[src/rtl/branch_ctrl_seq_if.sv]
// branch_ctrl_seq_if: control bus between main FSM / datapath and the branch sequencer
//   master: drives start, opcode, cond_in; observes all sequencer outputs
//   slave : the sequencer itself
interface branch_ctrl_seq_if;
  logic       start;
  logic [5:0] opcode;
  logic       cond_in;
  logic [1:0] BranchCtrl;
  logic       PCWriteCond;
  logic [1:0] PCSource;
  logic       ALUSrcA;
  logic [1:0] ALUSrcB;
  logic [2:0] ALUOp;
  logic       ALUOutWrite;
  logic       busy;
  logic       done;
  logic       taken;
  logic       illegal;
  modport master (
    output start, opcode, cond_in,
    input  BranchCtrl, PCWriteCond, PCSource, ALUSrcA, ALUSrcB, ALUOp,
           ALUOutWrite, busy, done, taken, illegal
  );
  modport slave (
    input  start, opcode, cond_in,
    output BranchCtrl, PCWriteCond, PCSource, ALUSrcA, ALUSrcB, ALUOp,
           ALUOutWrite, busy, done, taken, illegal
  );
endinterface

[src/rtl/branch_ctrl_seq.sv]
// branch_ctrl_seq: multi-cycle conditional-branch sequencer (IDLE -> TARGET -> COMPARE -> DONE)
//   clk, reset : rising-edge clock, asynchronous active-high reset
//   bus        : slave side of branch_ctrl_seq_if (start/opcode/cond_in in, datapath controls out)
module branch_ctrl_seq #(
  parameter logic [5:0] OPC_BEQ = 6'h04,
  parameter logic [5:0] OPC_BNE = 6'h05,
  parameter logic [5:0] OPC_BLE = 6'h06,
  parameter logic [5:0] OPC_BGT = 6'h07
) (
  input logic clk,
  input logic reset,
  branch_ctrl_seq_if.slave bus
);
  typedef enum logic [1:0] {IDLE, TARGET, COMPARE, DONE} state_t;
  state_t state;
  logic mapped;
  logic [1:0] sel;
  always_comb begin
    mapped = bus.opcode == OPC_BEQ || bus.opcode == OPC_BNE ||
             bus.opcode == OPC_BLE || bus.opcode == OPC_BGT;
    sel = bus.opcode == OPC_BEQ ? 2'b10 :
          bus.opcode == OPC_BNE ? 2'b00 :
          bus.opcode == OPC_BLE ? 2'b01 : 2'b11;
  end
  // Outputs are registered for the state being entered, so every control
  // is clean for the full cycle it belongs to.
  always_ff @(posedge clk or posedge reset) begin
    if (reset) begin
      state           <= IDLE;
      bus.BranchCtrl  <= 2'b00;
      bus.taken       <= 1'b0;
      bus.PCWriteCond <= 1'b0;
      bus.PCSource    <= 2'b00;
      bus.ALUSrcA     <= 1'b0;
      bus.ALUSrcB     <= 2'b00;
      bus.ALUOp       <= 3'b000;
      bus.ALUOutWrite <= 1'b0;
      bus.busy        <= 1'b0;
      bus.done        <= 1'b0;
      bus.illegal     <= 1'b0;
    end else begin
      bus.PCWriteCond <= 1'b0;
      bus.PCSource    <= 2'b00;
      bus.ALUSrcA     <= 1'b0;
      bus.ALUSrcB     <= 2'b00;
      bus.ALUOp       <= 3'b000;
      bus.ALUOutWrite <= 1'b0;
      bus.busy        <= 1'b0;
      bus.done        <= 1'b0;
      bus.illegal     <= 1'b0;
      case (state)
        IDLE: begin
          if (bus.start && mapped) begin
            state           <= TARGET;
            bus.BranchCtrl  <= sel;
            bus.taken       <= 1'b0;
            bus.ALUSrcB     <= 2'b11;
            bus.ALUOp       <= 3'b001;
            bus.ALUOutWrite <= 1'b1;
            bus.busy        <= 1'b1;
          end else if (bus.start) begin
            bus.illegal <= 1'b1;
          end
        end
        TARGET: begin
          state           <= COMPARE;
          bus.ALUSrcA     <= 1'b1;
          bus.ALUOp       <= 3'b010;
          bus.PCSource    <= 2'b01;
          bus.PCWriteCond <= 1'b1;
          bus.busy        <= 1'b1;
        end
        COMPARE: begin
          state     <= DONE;
          bus.taken <= bus.cond_in;
          bus.done  <= 1'b1;
          bus.busy  <= 1'b1;
        end
        default: state <= IDLE;
      endcase
    end
  end
endmodule

[src/flat_wrapper.sv]
// flat-port wrapper written by rule: the top's interface ports become plain ports
module branch_ctrl_seq_flat 
#(
  parameter logic [5:0] OPC_BEQ = 6'h04,
  parameter logic [5:0] OPC_BNE = 6'h05,
  parameter logic [5:0] OPC_BLE = 6'h06,
  parameter logic [5:0] OPC_BGT = 6'h07
)
  (clk, reset, bus_start, bus_opcode, bus_cond_in, bus_BranchCtrl, bus_PCWriteCond, bus_PCSource, bus_ALUSrcA, bus_ALUSrcB, bus_ALUOp, bus_ALUOutWrite, bus_busy, bus_done, bus_taken, bus_illegal);
  branch_ctrl_seq_if bus_i ();
  input logic clk;
  input logic reset;
  input wire logic [$bits(bus_i.start)-1:0] bus_start;
  input wire logic [$bits(bus_i.opcode)-1:0] bus_opcode;
  input wire logic [$bits(bus_i.cond_in)-1:0] bus_cond_in;
  output wire logic [$bits(bus_i.BranchCtrl)-1:0] bus_BranchCtrl;
  output wire logic [$bits(bus_i.PCWriteCond)-1:0] bus_PCWriteCond;
  output wire logic [$bits(bus_i.PCSource)-1:0] bus_PCSource;
  output wire logic [$bits(bus_i.ALUSrcA)-1:0] bus_ALUSrcA;
  output wire logic [$bits(bus_i.ALUSrcB)-1:0] bus_ALUSrcB;
  output wire logic [$bits(bus_i.ALUOp)-1:0] bus_ALUOp;
  output wire logic [$bits(bus_i.ALUOutWrite)-1:0] bus_ALUOutWrite;
  output wire logic [$bits(bus_i.busy)-1:0] bus_busy;
  output wire logic [$bits(bus_i.done)-1:0] bus_done;
  output wire logic [$bits(bus_i.taken)-1:0] bus_taken;
  output wire logic [$bits(bus_i.illegal)-1:0] bus_illegal;
  assign bus_i.start = bus_start;
  assign bus_i.opcode = bus_opcode;
  assign bus_i.cond_in = bus_cond_in;
  assign bus_BranchCtrl = bus_i.BranchCtrl;
  assign bus_PCWriteCond = bus_i.PCWriteCond;
  assign bus_PCSource = bus_i.PCSource;
  assign bus_ALUSrcA = bus_i.ALUSrcA;
  assign bus_ALUSrcB = bus_i.ALUSrcB;
  assign bus_ALUOp = bus_i.ALUOp;
  assign bus_ALUOutWrite = bus_i.ALUOutWrite;
  assign bus_busy = bus_i.busy;
  assign bus_done = bus_i.done;
  assign bus_taken = bus_i.taken;
  assign bus_illegal = bus_i.illegal;
  branch_ctrl_seq #(.OPC_BEQ(OPC_BEQ), .OPC_BNE(OPC_BNE), .OPC_BLE(OPC_BLE), .OPC_BGT(OPC_BGT)) u_core (.clk(clk), .reset(reset), .bus(bus_i));
endmodule
[config.mk]
export PLATFORM = sky130hd
export DESIGN_NAME = branch_ctrl_seq_flat
export DESIGN_NICKNAME = d
export VERILOG_FILES = /design/src/rtl/branch_ctrl_seq_if.sv /design/src/rtl/branch_ctrl_seq.sv /design/src/flat_wrapper.sv
export SDC_FILE = /design/constraint.sdc
export NUM_CORES = 1
export LEC_CHECK = 0
export CAP_MARGIN = 20
export CORE_MARGIN = 2
export CORE_UTILIZATION = 30
export DETAILED_ROUTE_END_ITERATION = 8
export PLACE_DENSITY = 0.6
export SETUP_SLACK_MARGIN = 0.5
export SLEW_MARGIN = 20
export SYNTH_ARGS = -nofsm -noshare
export SYNTH_HDL_FRONTEND = slang
export SYNTH_SLANG_ARGS = --single-unit
[constraint.sdc]
create_clock -name clk -period 2.8 [get_ports clk]
set_input_delay 0.56 -clock clk [delete_from_list [all_inputs] [get_ports clk]]
set_output_delay 0.56 -clock clk [all_outputs]
set_load 0.02 [all_outputs]
Fig. 1: run 1, M1 wires
Supply wires on this layer in gray.
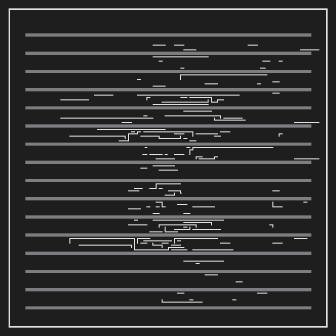
nets with wire on the layer	65
wire length on this layer	352 µm
main direction	horizontal
share of all routed wire	40%
longest straight run	15.2 µm

Fig. 2: run 1, wire density map
The bar under the picture is 10 µm long. 9 x 9 tiles, from dark purple (low) to yellow (high), scaled to the fullest tile. Values are wire area over tile area, all layers added.
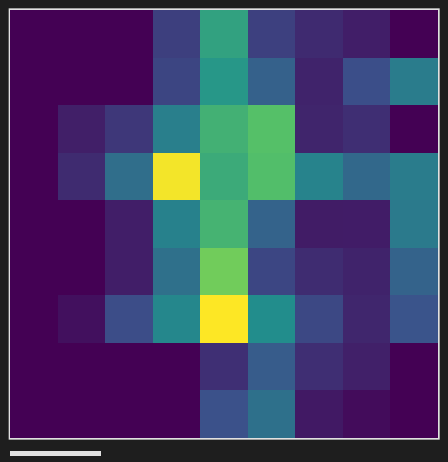
nearly empty tiles	31%
emptiest ninth of the die	north-west
fullest tile	0.29
tiles over half the peak	12%
densest ninth of the die	center

==> results.yml, run 1 <==
# synthesis and place-and-route metrics
power:
  p_leak_nw: 0.356
  power.density_mw_per_mm2: 947
  ir_drop_uv: 314
  finalPower_w: 0.000748
layout:
  final-comb-area_um2: 215
  nClkBuffers: 4
  seqCellArea_um2: 275
  fin_cells: 91
  nFlopsAndLatches: 11
  area_growth_syn_to_layout_pct: 40.5
  utilization_pct: 45.2
  num-multi-input-gates: 25
  final-clk-cell-share_pct: 3.33
  n_all_buffers: 23
  comb_area_share_pct: 27.3
  fin_nets: 81
  inv_count: 3
  nonClkBufAreaFrac_pct: 29.2
  largestClassByArea: "registers"
  seq_share_pct: 34.9
  diodes: 0
  n_fill_cell: 167
timing:
  fin_setup_tns_ns: 0
  finalCriticalPeriod_ns: 1.89
  worst_clock_skew_ns: 0.000622
  fin_crit_sh_pct: 67.7
  hold_viol_final: 0
  rsz0062_at_grt: "no"
  fmax_mhz: 528
  setup_viol: 0
  final.setup.worst_slack_ns: 0.905
floorplanning:
  fp.dieW_um: 47.3
  fp-row-count: 15
  fp_util_pct: 32.2
  fp.dieH_um: 47.3
  nWellTaps: 25
  core_area_mm2: 0.00175
  dieArea_mm2: 0.00223
place:
  place_congestion: 0.737
  post-place-cells: 87
  place_worst_setup_slack_ns: 0.625
  hpwl_um: 746
  portBuffers: 23
worst_setup_path:
  critPathKind: "in2reg"
  crit_family: "simple AND/OR/NAND/NOR gates"
  slowest_stage: "clkdlybuf4s50_1"
  slowest_delay_ns: 0.44
  ff2ff_setup_slack_ns: 1.32
  endpoint: "u_core.bus.BranchCtrl[0]"
  r2r-start: "u_core.state[0]"
  critPathLaunch: "bus_opcode[3]"
  required_ns: 2.95
  path_cells: "clkdlybuf4s50_1 -> nor4b_4 -> and3_1 -> mux2_4"
  path_depth: 4
  r2r_cells: 4
  rr_endpoint: "u_core.bus.BranchCtrl[0]"
  cp_num_buf_inv: 1
  cp-end-kind: "register"
  worstPathArrival_ns: 2.04
  crit_fanout: 6
logic_synthesis:
  syn_area_per_cell_um2: 12.2
  synth_top_flop_cell: "dfrtp_1"
  ys_types: 20
  ys_top_cells_by_area: "dfrtp_1 49%, buf_4 9.4%, ha_1 8.9%, mux2_4 5.3%, nor4b_4 4.2%"
  postSynthSeqShare_pct: 49.0
  ys_cells: 46
  synth.top_cells.by_count: "11 x dfrtp_1, 7 x buf_4, 4 x ha_1, 4 x nand2_1, 3 x inv_1"
  async_flop_share_pct: 100
  edf_count: 0
  synth_top_cell_by_area: "dfrtp_1"
  ys_area_um2: 562
  syn-cell-area_um2: 562
  numSynthFlops: 11
  synth_cells: 46
  synth.most_common_cell: "dfrtp_1"
  ys_warn_count: 0
clocking:
  ctsRootBufferMaster: "clkbuf_4"
  postCtsHoldBufs: 0
  clock_latency_ns: 0.26
  clock_tree.buffer_depth: 2
  clk_pin_slew_worst_paths_ns: 0.07
  cts_resized: 0
  clock-sinks: 11
  cts_setup_buffers: 0
  cts_max_level: 1
  cts_tree: "done"
  cts_made_buffers: 3
routing:
  first_pass_iters: 2
  route.detailed.drc: 0
  drtAntennaViolNets: 0
  routedWlPerCell_um: 9.65
  avgViaCountPerCell: 4.01
  drtIter0Drc: 1
  wl_um: 878
global_routing:
  grt_first_pass_wirelength_um: 1390
  grt_antenna_before_repair: 0
  grt_pass1_vias: 340
  overflow: 0
  grt_use_total_pct: 9.32
  grt_start_max_net_pins: 12
min_path:
  holdPathEnd: "u_core.bus.BranchCtrl[0]"
  hold_start: "u_core.bus.BranchCtrl[0]"
  hold_depth: 1
run:
  cap_violations: 0
run_status:
  status: "finished, final reports clean"
Fig. 3: run 1, metal 3
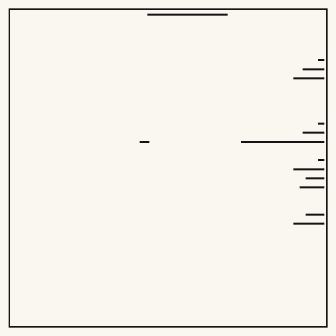
longest straight run	12.1 µm
nets with wire on the layer	13
share of all routed wire	6.2%
main direction	horizontal
met3 Use GR: 2.31%
via count: 365

[run 1: where the power goes]
part	internal [W]	switching [W]	total, W
Sequential	0.000219	0.0000335	0.000253
Clock	0.0000549	0.0000510	0.000106
Combinational	0.000206	0.000183	0.000389
Total	0.000481	0.000267	0.000748
[run 1: cells by family after synthesis]
group                    after synthesis  share of synthesized area, %
buffers and inverters                 11                          13.4
flip-flops                            11                          49.0
AND/OR/NAND/NOR                       11                          13.1
adder cells (fa/ha/maj)                4                          8.91
XOR/XNOR                               1                          1.56
other                                  1                         0.668
multiplexers                           3                          7.35
AND-OR/OR-AND                          4                          6.01
[run 1: per-layer routing]
layer	track usage, %	part of all wire (%)	up-vias
li1	-	-	183
met1	10.1	40	166
met2	16.5	52	14
met3	2.31	6.2	2
met4	5.00	2.2	0
met5	0	0	-
[run 1: registers in the layout, indices dropped and copies added (netlist names)]
name and flops:
u_core.bus.ALUSrcB 1, u_core.bus.ALUOp 2, u_core.bus.BranchCtrl 2, u_core.bus.busy 1
u_core.bus.illegal 1, u_core.bus.done 1, u_core.state 2, u_core.bus.taken 1
[run 1: layout by cell type (no fill, tap or decap)]
cell,count
nand2_1,4
a21boi_1,1
a311o_1,1
o22ai_1,1
mux2_2,1
nor3b_1,1
ha_1,4
o21ba_2,1
nor4b_4,1
and3_2,1
clkbuf_1,1
clkbuf_4,3
nand2b_1,1
clkdlybuf4s50_1,23
xnor2_1,1
and3_1,1
conb_1,2
nor2_1,2
mux2_4,2
inv_1,3
dfrtp_1,11
[run 1: stage by stage]
stage	hold WS, ns	cell area [µm²]
floorplan	0.412	566
global placement	0.504	763
detailed placement	0.510	763
CTS	0.523	790
global route	0.539	790
finish	0.522	790
==> run 2, diff against run 1 <==
--- a/config.mk
+++ b/config.mk
@@ -9,7 +9,7 @@
 export CORE_MARGIN = 2
 export CORE_UTILIZATION = 30
 export DETAILED_ROUTE_END_ITERATION = 8
-export PLACE_DENSITY = 0.6
+export PLACE_DENSITY = 0.63
 export SETUP_SLACK_MARGIN = 0.5
 export SLEW_MARGIN = 20
 export SYNTH_ARGS = -nofsm -noshare
==> constraint.sdc (replaced) <==
create_clock -name clk -period 1.7 [get_ports clk]
set_input_delay 0.34 -clock clk [delete_from_list [all_inputs] [get_ports clk]]
set_output_delay 0.34 -clock clk [all_outputs]
set_load 0.02 [all_outputs]
==> results.yml, run 2 <==
# synthesis and place-and-route metrics
routing:
  route.detailed.drc: 0
  first_pass_iters: 3
  drtAntennaViolNets: 0
  drtIter0Drc: 3
  routedWlPerCell_um: 10.8
  avgViaCountPerCell: 3.96
logic_synthesis:
  synth_top_flop_cell: "dfrtp_1"
  ys_top_cells_by_area: "dfrtp_1 49%, buf_4 9.4%, ha_1 8.9%, mux2_4 5.3%, nor4b_4 4.2%"
  ys_top_logic_family: "buffers and inverters"
  syn_area_per_cell_um2: 12.2
  ys_area_um2: 562
  edf_count: 0
  ys_warn_count: 0
  synth_cells: 46
  synth.most_common_cell: "dfrtp_1"
  async_flop_share_pct: 100
  ys_cells: 46
  numSynthFlops: 11
  synth.top_cells.by_count: "11 x dfrtp_1, 7 x buf_4, 4 x ha_1, 4 x nand2_1, 3 x inv_1"
  ys_sh_xor_pct: 1.56
  fa_ha_area_share_pct: 8.91
  muxShareOfSynthArea_pct: 7.35
  yosys.area_share.aoi_pct: 6.01
  postSynthSeqShare_pct: 49.0
  ys_types: 20
  syn-cell-area_um2: 562
  ys_sh_simple_pct: 13.1
  synth_top_cell_by_area: "dfrtp_1"
timing:
  worst_clock_skew_ns: 0.00352
  hold_slack_ns: 0.359
  fin_setup_tns_ns: 0
  finalCriticalPeriod_ns: 1.29
  hold_viol_final: 0
  rsz0062_at_grt: "yes"
  fmax_mhz: 774
  fin_crit_sh_pct: 76.0
  setup_viol: 0
run_status:
  status: "finished, final reports clean"
place:
  portBuffers: 23
  placed_area_um2: 803
  place_congestion: 0.727
  hpwl_um: 760
power:
  ir_drop_uv: 729
  switchingPower_w: 0.000536
  pg_clk_w: 0.000177
  swShare_pct: 37.4
  power.density_mw_per_mm2: 1650
  clock_power_share_pct: 12.4
  p_seq_share_pct: 28.6
  pg_comb_w: 0.000846
  p_leak_nw: 0.457
  p_int_w: 0.000898
  power_leader: "combinational logic"
  comb_power_share_pct: 59.0
clocking:
  clk_pin_slew_worst_paths_ns: 0.07
  ctsRootBufferMaster: "clkbuf_4"
  cts_tree: "done"
  cts_made_buffers: 3
  clock_tree.buffer_depth: 2
  cts_max_level: 1
  postCtsHoldBufs: 0
  clock_latency_ns: 0.26
global_routing:
  grt_antenna_before_repair: 0
  grt_first_pass_wirelength_um: 1550
  overflow: 0
  grt_use_total_pct: 10.2
  grt_pass1_vias: 358
  grt_start_max_net_pins: 12
worst_setup_path:
  r2r-start: "u_core.state[1]"
  required_ns: 1.85
  r2r_cells: 4
  worstPathArrival_ns: 1.45
  crit_fanout: 5
  ff2ff_setup_slack_ns: 0.41
  cp-end-kind: "register"
  critPathKind: "reg2reg"
layout:
  area_growth_syn_to_layout_pct: 55.0
  lay_top_cells: "14 x buf_2, 11 x dfrtp_1, 10 x buf_4, 4 x clkdlybuf4s50_1"
  top_regs: "u_core.bus.ALUOp (2), u_core.bus.BranchCtrl (2), u_core.state (2)"
  fin_nets: 93
  final_cell_area_um2: 871
  diodes: 0
  n_fill_cell: 169
floorplanning:
  fp.dieH_um: 47.3
  core_area_mm2: 0.00175
  fp-row-count: 15
  fp.dieW_um: 47.3
  dieArea_mm2: 0.00223
run:
  cap_violations: 0
min_path:
  hold_class: "in2async"
run 2: cell counts after synthesis:
No cell type changed its count.
run 2: final cells by class:
cell class | count | area, µm² | share of cell area (%)
sequential | 11 | 275 | 31.6
multi-input combinational | 25 | 282 | 32.3
inverter | 3 | 11.3 | 1.29
tap | 25 | 31.3 | 3.59
clock buffer | 4 | 26.3 | 3.02
timing repair buffer | 35 | 245 | 28.2
run 2: worst max path at each step:
stage,cells past startpoint,start,to
final,4,u_core.state[1],u_core.bus.BranchCtrl[0]
after CTS,4,u_core.state[1],u_core.bus.BranchCtrl[1]
after floorplan,4,bus_opcode[3],u_core.bus.BranchCtrl[0]
after global routing,4,u_core.state[1],u_core.bus.BranchCtrl[0]
after global placement,4,bus_opcode[3],u_core.bus.BranchCtrl[1]
after detailed placement,4,bus_opcode[3],u_core.bus.BranchCtrl[0]
run 2: per-stage QoR:
step           power (W)  setup WS, ns  std cells  utilization [%]
2_1_floorplan   0.000861         0.310         47                -
6_report         0.00143         0.408        103             49.9
3_3_place_gp     0.00111        -0.130         91             46.0
3_5_place_dp     0.00112        -0.144         91             46.0
4_1_cts          0.00133         0.420         99             47.1
5_1_grt          0.00152         0.355        103             49.9
run 2: per-layer routing:
| metal | global-route usage [%] | wire length, µm | vias to the layer above |
|---|---|---|---|
| met5 | 0 | 0 | - |
| met4 | 5.00 | 19 | 0 |
| met3 | 1.15 | 55 | 2 |
| met2 | 17.6 | 566 | 13 |
| met1 | 12.5 | 475 | 188 |
| li1 | - | - | 205 |
run 2: critical path, stage by stage, from the launching register on:
cell and delay [ns]:
dfrtp_1 0.41, inv_2 0.09, ha_4 0.16, and3_4 0.23, mux2_4 0.30
Fig. 4: run 2, metal 3
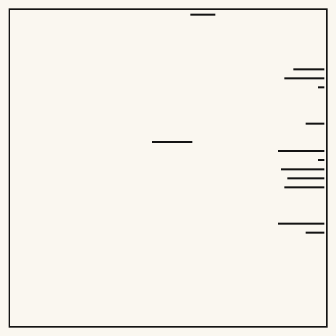
share of all routed wire	5.0%
longest straight run	6.60 µm
nets with wire on the layer	12
wire length on this layer	55.9 µm
Routed WL: 1120 µm
met3 Use GR: 1.15%
via count: 408

==> run 3, diff against run 2 <==
==> constraint.sdc (replaced) <==
create_clock -name clk -period 1.1 [get_ports clk]
set_input_delay 0.22 -clock clk [delete_from_list [all_inputs] [get_ports clk]]
set_output_delay 0.22 -clock clk [all_outputs]
set_load 0.02 [all_outputs]
==> results.yml, run 3 <==
# synthesis and place-and-route metrics
logic_synthesis:
  ys_area_um2: 562
  ys_sh_simple_pct: 13.1
  ys_types: 20
  fa_ha_area_share_pct: 8.91
  postSynthSeqShare_pct: 49.0
  synth.most_common_cell: "dfrtp_1"
  muxShareOfSynthArea_pct: 7.35
  edf_count: 0
  ys_sh_xor_pct: 1.56
  synth_top_flop_cell: "dfrtp_1"
  yosys.area_share.aoi_pct: 6.01
  ys_cells: 46
  ys_top_cells_by_area: "dfrtp_1 49%, buf_4 9.4%, ha_1 8.9%, mux2_4 5.3%, nor4b_4 4.2%"
  ys_warn_count: 0
  syn-cell-area_um2: 562
  numSynthFlops: 11
  async_flop_share_pct: 100
  synth_top_cell_by_area: "dfrtp_1"
  syn_area_per_cell_um2: 12.2
  synth.top_cells.by_count: "11 x dfrtp_1, 7 x buf_4, 4 x ha_1, 4 x nand2_1, 3 x inv_1"
  top_cell_area_share_pct: 49.0
  ys_top_logic_family: "buffers and inverters"
  synth_cells: 46
routing:
  routed.top_layer: "met3"
  routedWlPerCell_um: 11.4
  drtIter0Drc: 3
  first_pass_iters: 2
  avgViaCountPerCell: 4.03
  drtAntennaViolNets: 0
  route.detailed.drc: 0
  wl_met3_um: 85
  drt-met1-wl_um: 472
  route.met2.wl_um: 706
worst_setup_path:
  cp-end-kind: "register"
  crit_family: "flip-flops"
  slowest_delay_ns: 0.40
  cp_num_buf_inv: 1
  critPathKind: "reg2reg"
  start_kind: "register"
  required_ns: 1.25
  worstPathArrival_ns: 1.44
  slowest_stage: "dfrtp_1"
  crit_fanout: 5
  path_cells: "inv_2 -> ha_4 -> and3_4 -> mux2_4"
clocking:
  clock_latency_ns: 0.27
  clock_tree.buffer_depth: 2
  clock-sinks: 11
  postCtsHoldBufs: 0
  cts_max_level: 1
  cts_tree: "done"
  clk_pin_slew_worst_paths_ns: 0.07
  ctsRootBufferMaster: "clkbuf_4"
  cts_made_buffers: 3
global_routing:
  grtUsageMet2_pct: 21.4
  grt_first_pass_wirelength_um: 1880
  grt_antenna_before_repair: 0
  grt-busiest-layer: "met2"
  grt_pass1_vias: 427
  use_met1_pct: 13.7
  overflow: 0
  grt_start_max_net_pins: 12
  grt_use_total_pct: 12.7
layout:
  top_regs: "u_core.bus.ALUOp (2), u_core.bus.BranchCtrl (2), u_core.state (2)"
  final_cell_area_mm2: 0.00108
  lay_top_cells: "25 x buf_6, 9 x buf_4, 8 x dfrtp_1, 5 x clkdlybuf4s50_1"
  utilization_pct: 62.2
  area_growth_syn_to_layout_pct: 93.1
  n_fill_cell: 145
  diodes: 0
  drive_above_1_share_pct: 66.3
  fin_cells: 111
  final_common_cell: "buf_6"
  fin_nets: 101
timing:
  fin_setup_tns_ns: -1.05
  fin_crit_sh_pct: 117
  setup_viol: 7
  worst_clock_skew_ns: 0.00307
  hold_slack_ns: 0.237
  hold_viol_final: 0
  finalCriticalPeriod_ns: 1.29
  slew_violations: 0
  rsz0062_at_grt: "yes"
  fmax_mhz: 774
  final.setup.worst_slack_ns: -0.191
power:
  power.density_mw_per_mm2: 2680
  clock_power_share_pct: 9.3
  comb_power_share_pct: 67.2
  ir_drop_uv: 1670
  swShare_pct: 33.7
  p_seq_share_pct: 23.5
  p_int_w: 0.00193
  switchingPower_w: 0.000978
  p_leak_nw: 0.518
  finalPower_w: 0.00291
place:
  hpwl_um: 807
  portBuffers: 23
  post-place-cells: 96
  place_congestion: 0.681
  placed_area_um2: 852
  place_worst_setup_slack_ns: -0.585
floorplanning:
  fp-row-count: 15
  core_area_mm2: 0.00175
  fp.dieH_um: 47.3
  pin_count: 26
  dieArea_mm2: 0.00223
  fp_util_pct: 32.2
  fp.dieW_um: 47.3
run:
  cap_violations: 0
  tool_warnings: 32
run_status:
  violations: "negative setup slack"
  status: "finished with violations"
min_path:
  hold_class: "in2async"
[run 3: cell count changes in the layout (fill, tap and decap cells not counted), sizes merged]
cell,before,now
clkbuf,6,4
buf,26,34
dlygate4sd2,2,3
clkdlybuf4s50,4,5
[run 3: final cells by class]
cell class	instances	area, µm²	share of cell area [%]
well taps	25	31.3	2.88
clock buffers	4	26.3	2.42
multi-input cells	25	302	27.8
inverters	3	11.3	1.04
flip-flops and latches	11	279	25.7
repair buffers	43	435	40.1
[run 3: power by group through the flow]
stage	Combinational, W	Sequential (W)	Clock (W)
after detailed placement	0.00124	0.000655	0
after CTS	0.00159	0.000673	0.000284
final	0.00195	0.000683	0.000270
after global routing	0.00208	0.000701	0.000302
after floorplan	0.000569	0.000813	0
after global placement	0.00123	0.000647	0
[run 3: worst paths after layout]
check	end	start	cells past startpoint	slack, ns
hold reg to reg	u_core.bus.taken	u_core.bus.taken	2	0.56
setup / recovery	u_core.bus.BranchCtrl[0]	u_core.state[1]	4	-0.19
max in group asynchronous	u_core.bus.ALUOp[1]	reset	3	0.70
min in group clk	u_core.bus.ALUSrcB[0]	bus_opcode[3]	3	0.42
setup reg to reg	u_core.bus.BranchCtrl[0]	u_core.state[1]	4	-0.19
hold / removal	u_core.bus.ALUSrcB[0]	reset	3	0.24
[run 3: what timing repair did]
item                       in CTS  in global routing
cloned                          0                  0
gates resized                  94                 19
pin swaps                       4                  4
setup buffers                   9                  2
hold endpoints to repair        0                  0
setup endpoints to repair      25                 25
[run 3: kinds of logic (layout without fill, tap and decap cells)]
family                     Yosys count  count (layout)
buffers and inverters               11              50
muxes                                3               3
other                                1               2
adders and majority gates            4               4
xor gates and xnor gates             1               1
DFF                                 11              11
and+or+nand+nor                     11              11
AOI/OAI and AO/OA                    4               4
Fig. 5: run 3, metal 3
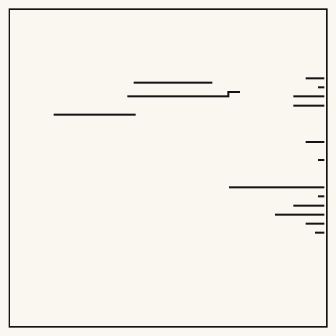
longest straight run	14.9 µm
main direction	horizontal
nets with wire on the layer	14
wire length on this layer	85.2 µm
share of all routed wire	6.7%
met3 Use GR: 7.31%
Routed WL: 1260 µm
via count: 447


==> notes/layouts.md <==
Pictures saved along the way, in no particular order.

Clock nets.
picture 1
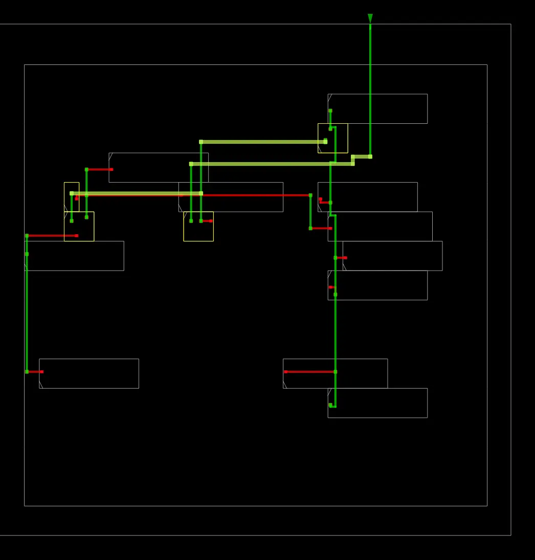
picture 2
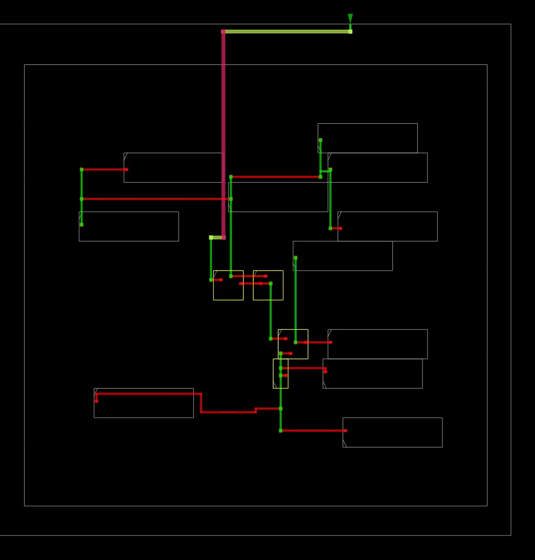
picture 3
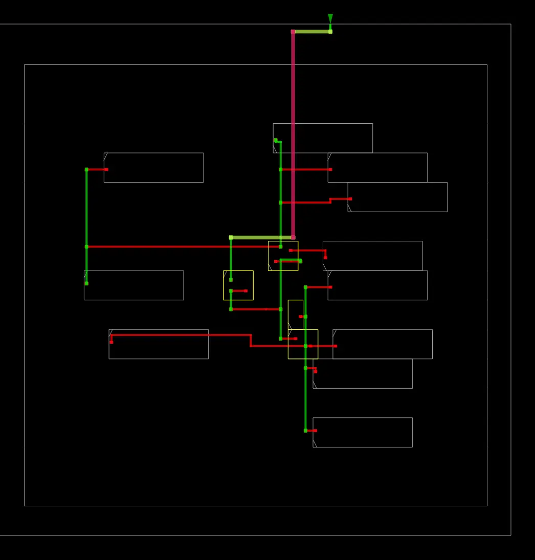
Picture 3 is run 2.
Picture 1 is run 3.
Picture 2 is run 1.

Power figures rest on the tool's default switching activity, not on a simulated workload.
